--- src/rtl/commit_unit.sv ---
// rtl/commit_unit.sv - in-order ROB retirement stage: dequeue, regfile write, RAT release, halt detect.
// Optional RVFI trace outputs are enabled by defining COMMIT_RVFI_EN.
package commit_pkg;
  localparam int ROB_IDX_W = 5;

  typedef enum logic {
    ROB_WAIT = 1'b0,
    ROB_DONE = 1'b1
  } rob_status_e;

  typedef struct packed {
    logic                 valid;
    rob_status_e          status;
    logic [31:0]          pc;
    logic [31:0]          inst;
    logic [4:0]           rd_addr;
    logic [ROB_IDX_W-1:0] rd_rob_idx;
    logic [31:0]          rd_data;
  } rob_entry_t;
endpackage

module commit_unit
  import commit_pkg::*;
#(
  parameter int          ORDER_W   = 64,
  parameter logic [31:0] HALT_INST = 32'h0000_0063
) (
  input  logic                 clk,
  input  logic                 rst_n,
  input  rob_entry_t           rob_head_i,
  input  logic                 rob_empty_i,
  input  logic                 stall_i,
  output logic                 dequeue_o,
  output logic                 rf_we_o,
  output logic [4:0]           rf_rd_o,
  output logic [31:0]          rf_data_o,
  output logic                 rat_clr_o,
  output logic [4:0]           rat_rd_o,
  output logic [ROB_IDX_W-1:0] rat_idx_o,
  output logic [ORDER_W-1:0]   order_o,
  output logic                 halt_o
`ifdef COMMIT_RVFI_EN
  ,
  output logic                 rvfi_valid_o,
  output logic [ORDER_W-1:0]   rvfi_order_o,
  output logic [31:0]          rvfi_pc_o,
  output logic [31:0]          rvfi_insn_o,
  output logic [4:0]           rvfi_rd_addr_o,
  output logic [31:0]          rvfi_rd_wdata_o
`endif
);

  typedef enum logic [1:0] {
    S_RUN   = 2'd0,
    S_STALL = 2'd1,
    S_HALT  = 2'd2
  } state_e;

  state_e r_state;
  state_e w_state_nxt;
  logic   w_fire;
  logic   w_is_halt;

  logic                 r_rf_we;
  logic [4:0]           r_rf_rd;
  logic [31:0]          r_rf_data;
  logic                 r_rat_clr;
  logic [4:0]           r_rat_rd;
  logic [ROB_IDX_W-1:0] r_rat_idx;
  logic [ORDER_W-1:0]   r_order;

  // rst_n gating keeps dequeue_o low while reset is held, even with a live head.
  assign w_fire = rst_n && (r_state == S_RUN) && !stall_i && !rob_empty_i &&
                  rob_head_i.valid && (rob_head_i.status == ROB_DONE);
  assign w_is_halt = (rob_head_i.inst == HALT_INST);

  always_ff @(posedge clk or negedge rst_n) begin
    if (!rst_n) begin
      r_state <= S_RUN;
    end else begin
      r_state <= w_state_nxt;
    end
  end

  always_comb begin
    w_state_nxt = r_state;
    case (r_state)
      S_RUN: begin
        if (w_fire && w_is_halt) begin
          w_state_nxt = S_HALT;
        end else if (stall_i) begin
          w_state_nxt = S_STALL;
        end
      end
      S_STALL: begin
        if (!stall_i) begin
          w_state_nxt = S_RUN;
        end
      end
      S_HALT:  w_state_nxt = S_HALT;
      default: w_state_nxt = S_RUN;
    endcase
  end

  always_comb begin
    dequeue_o = w_fire;
    halt_o    = (r_state == S_HALT);
  end

  always_ff @(posedge clk or negedge rst_n) begin
    if (!rst_n) begin
      r_rf_we   <= 1'b0;
      r_rf_rd   <= '0;
      r_rf_data <= '0;
      r_rat_clr <= 1'b0;
      r_rat_rd  <= '0;
      r_rat_idx <= '0;
      r_order   <= '0;
    end else begin
      r_rf_we   <= w_fire && (rob_head_i.rd_addr != 5'd0);
      r_rat_clr <= w_fire;
      if (w_fire) begin
        r_rf_rd   <= rob_head_i.rd_addr;
        r_rf_data <= rob_head_i.rd_data;
        r_rat_rd  <= rob_head_i.rd_addr;
        r_rat_idx <= rob_head_i.rd_rob_idx;
        r_order   <= r_order + 1'b1;
      end
    end
  end

  assign rf_we_o   = r_rf_we;
  assign rf_rd_o   = r_rf_rd;
  assign rf_data_o = r_rf_data;
  assign rat_clr_o = r_rat_clr;
  assign rat_rd_o  = r_rat_rd;
  assign rat_idx_o = r_rat_idx;
  assign order_o   = r_order;

`ifdef COMMIT_RVFI_EN
  logic               r_rvfi_valid;
  logic [ORDER_W-1:0] r_rvfi_order;
  logic [31:0]        r_rvfi_pc;
  logic [31:0]        r_rvfi_insn;
  logic [4:0]         r_rvfi_rd_addr;
  logic [31:0]        r_rvfi_rd_wdata;

  // Trace carries the pre-increment order so the first retired instruction reports 0.
  always_ff @(posedge clk or negedge rst_n) begin
    if (!rst_n) begin
      r_rvfi_valid    <= 1'b0;
      r_rvfi_order    <= '0;
      r_rvfi_pc       <= '0;
      r_rvfi_insn     <= '0;
      r_rvfi_rd_addr  <= '0;
      r_rvfi_rd_wdata <= '0;
    end else begin
      r_rvfi_valid <= w_fire;
      if (w_fire) begin
        r_rvfi_order    <= r_order;
        r_rvfi_pc       <= rob_head_i.pc;
        r_rvfi_insn     <= rob_head_i.inst;
        r_rvfi_rd_addr  <= rob_head_i.rd_addr;
        r_rvfi_rd_wdata <= (rob_head_i.rd_addr == 5'd0) ? 32'd0 : rob_head_i.rd_data;
      end
    end
  end

  assign rvfi_valid_o    = r_rvfi_valid;
  assign rvfi_order_o    = r_rvfi_order;
  assign rvfi_pc_o       = r_rvfi_pc;
  assign rvfi_insn_o     = r_rvfi_insn;
  assign rvfi_rd_addr_o  = r_rvfi_rd_addr;
  assign rvfi_rd_wdata_o = r_rvfi_rd_wdata;
`else
  logic w_unused_pc;
  assign w_unused_pc = ^rob_head_i.pc;
`endif

endmodule

--- config.mk ---
export PLATFORM = sky130hd
export DESIGN_NAME = commit_unit
export DESIGN_NICKNAME = d
export VERILOG_FILES = /design/src/rtl/commit_unit.sv
export SDC_FILE = /design/constraint.sdc
export NUM_CORES = 1
export LEC_CHECK = 0
export CORE_UTILIZATION = 45
export DETAILED_ROUTE_END_ITERATION = 12
export GPL_ROUTABILITY_DRIVEN = 0
export HOLD_SLACK_MARGIN = 0.03
export PLACE_DENSITY = 0.89
export RECOVER_POWER = 100
export SYNTH_ARGS = -nofsm -noshare
export SYNTH_HDL_FRONTEND = slang
export SYNTH_SLANG_ARGS = --single-unit
--- constraint.sdc ---
create_clock -name clk -period 6 [get_ports clk]
set_input_delay 0.9 -clock clk [delete_from_list [all_inputs] [get_ports clk]]
set_output_delay 0.9 -clock clk [all_outputs]
set_load 0.1 [all_outputs]
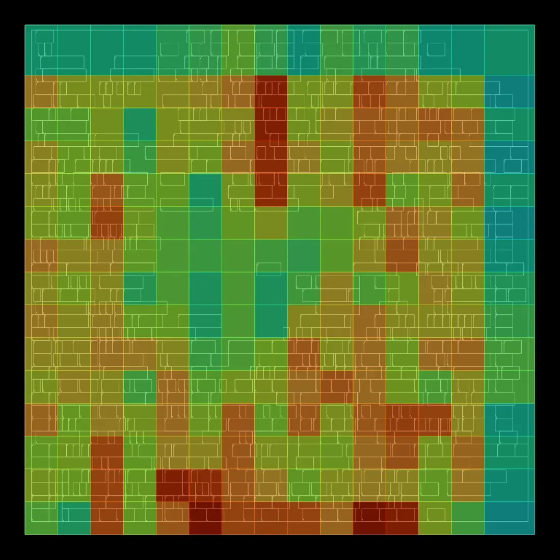
**Above:** routing congestion.
Most Used Layer, Global Route: met2
mean routed wirelength per cell: 15.1 um
total global-route track usage: 0.224

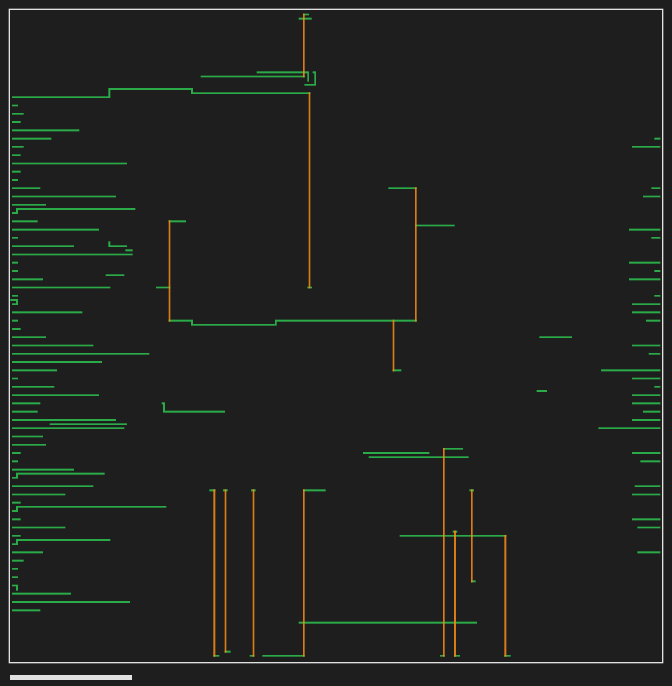
**Above:** metal layers overlaid.
Bar = 20 um. Two of the layers only.
colour	layer	wire length
green	M3	841 um
orange	M4	286 um
overall via count from detail_route: 4160
Routed WL: 12300 um

==> results_slide.txt <==
Key Metrics from the Run

Synthesis
  – Most common flop cell mapped by yosys: sky130_fd_sc_hd__dfrtp_1
  – Post-synth cell types: 35
  – Post-synth EDFFs: 0
  – Top cells by area: sky130_fd_sc_hd__dfrtp_1 55%, sky130_fd_sc_hd__nand2_1 12%, sky130_fd_sc_hd__xor2_1 6.7%
  – Yosys reg bits: 110
  – Post-synthesis cell type with the largest instance count: sky130_fd_sc_hd__nand2_1
  – Share of flip-flops with an asynchronous set or reset after synthesis: 1.00
  – Share of synthesized cell area in full adder, half adder and majority cells: 0.00251
  – Floorplan Nets: about 600

Global route
  – Largest net degree at the start of global routing: around 64
  – Antenna violations before repair: 0
  – Residual overflow from global routing: 0

Critical path
  – Flop-to-flop setup slack: between 2000 and 2500 ps
  – Maximum net fanout on the critical path: 49
  – Critical Setup Path Class: in -> reg
  – Arrival time of the worst setup path: ~4700 ps
  – Worst reg2reg startpoint: r_state[1]
  – CP endpoint kind: register
  – Critical path data required time: about 6300 ps

Final layout
  – Most common cell after layout, fill and taps aside: sky130_fd_sc_hd__nand2_1
  – Antenna diode instance count: 0
  – Filler instances: 875
  – Final std cells w/o fill: just over 800

Clock network
  – Cell at the root of the clock tree: sky130_fd_sc_hd__clkbuf_8
  – CTS tree: yes
  – Clock latency on the worst-skew pair: roughly 360 ps
  – H-tree depth reported by CTS: 3
  – Worst-path clk slew: 110 ps
  – Quantity of hold-fixing buffers added after cts: 0
  – Gates resized, CTS repair: 0
  – Number of CTS-inserted buffers: 9

Power and ir drop
  – Static Leak: around 3.6 nW

Floorplan
  – Number of ports placed on the die boundary: roughly 230
  – Number of rows in the core area: 38
  – Pre-Place Util: 0.461

Flow run
  – OpenROAD warning count: 58
  – Max Cap Viol: 2

Timing
  – Post-layout period usage: 0.744
  – Peak clock frequency supported by timing: between 200 and 250 MHz
  – Final hold violation count: 0
  – Number of max-slew violations in the final report: around 110
  – Setup TNS: 0 ps

Placement
  – Port Buffer Count: between 150 and 200

Hold path
  – Worst hold path endpoint: order_o[63]
  – Worst hold path depth: 1

Routing
  – Average vias per placed instance: 5.08

Outcome
  – Run status: finished with violations
  – Violations in the final reports: max-capacitance violations, max-slew violations
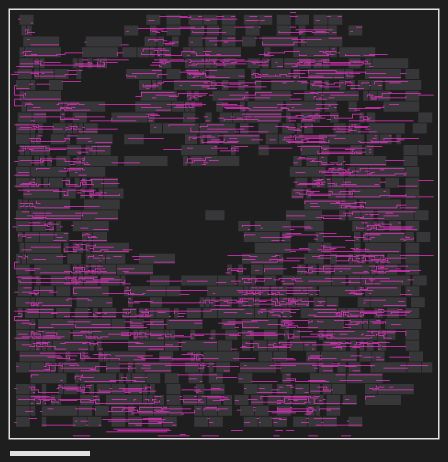
**Above:** signal wires on met1.
Bar = 20 um. Cells faint in the background.
share of all routed wire	41%
wire length on this layer	5050 um
main direction	horizontal

==> worst max path at each step <==
stage / start / endpoint / slack [ps]
6_report: rst_n / order_o[7] / 1540
5_1_grt: rst_n / rf_data_o[28] / 1070
4_1_cts: rst_n / dequeue_o / 2230
3_5_place_dp: rst_n / dequeue_o / 2240
3_3_place_gp: rst_n / dequeue_o / 2270
2_1_floorplan: rst_n / dequeue_o / 2400
==> stage by stage <==
| stage | setup slack [ps] | power [W] | hold slack (ps) | instance area, sq um | utilization |
|---|---|---|---|---|---|
| finish | 1540 | 0.00204 | 479 | 7020 | 0.650 |
| global route | 1070 | 0.00212 | 502 | 7020 | 0.650 |
| CTS | 2230 | 0.00209 | 489 | 7220 | 0.669 |
| detailed placement | 2240 | 0.00161 | 465 | 7000 | 0.649 |
| global placement | 2270 | 0.00160 | 437 | 7000 | 0.649 |
| floorplan | 2400 | 0.00139 | 418 | 4980 | - |
==> sequential cells by signal (all words and copies together), names as in the netlist <==
name / flops
order_o: 64
rf_data_o: 32
rat_idx_o: 5
rat_rd_o: 5
r_state: 2
rat_clr_o: 1
rf_we_o: 1
==> power by group <==
| part | total, W | switching (W) | internal, W |
|---|---|---|---|
| Sequential | 0.000837 | 0.0000377 | 0.000799 |
| Combinational | 0.000732 | 0.000579 | 0.000152 |
| Clock | 0.000476 | 0.000256 | 0.000220 |
==> per-layer routing <==
| metal | vias up | GRT usage | share of wire |
|---|---|---|---|
| met4 | 0 | 0.0763 | 0.023 |
| li1 | 1975 | - | - |
| met5 | - | 0 | 0 |
| met3 | 28 | 0.0675 | 0.068 |
| met1 | 2012 | 0.271 | 0.41 |
| met2 | 145 | 0.380 | 0.50 |
==> layout make-up <==
cell class	count	area share
Clock buffer	11	0.0216
Clock inverter	5	0.00909
Inverter	12	0.00642
Multi-Input combinational cell	344	0.268
Sequential cell	110	0.392
Tap cell	140	0.0250
Timing Repair Buffer	197	0.277
==> cells by family after synthesis <==
kind of cell,Yosys count
AND/OR/NAND/NOR,278
flip-flops,110
XOR/XNOR,63
buffers and inverters,32
AND-OR/OR-AND,2
adder cells (fa/ha/maj),1
==> worst max-delay path: stages <==
cell	delay, ps
sky130_fd_sc_hd__buf_4	480
sky130_fd_sc_hd__or3b_1	450
sky130_fd_sc_hd__or2_2	290
sky130_fd_sc_hd__buf_4	280
sky130_fd_sc_hd__inv_1	120
sky130_fd_sc_hd__clkbuf_1	1450
sky130_fd_sc_hd__nand2_1	260
sky130_fd_sc_hd__nor3_1	270
sky130_fd_sc_hd__xor2_1	190
Power and IR drop assume default switching activity.
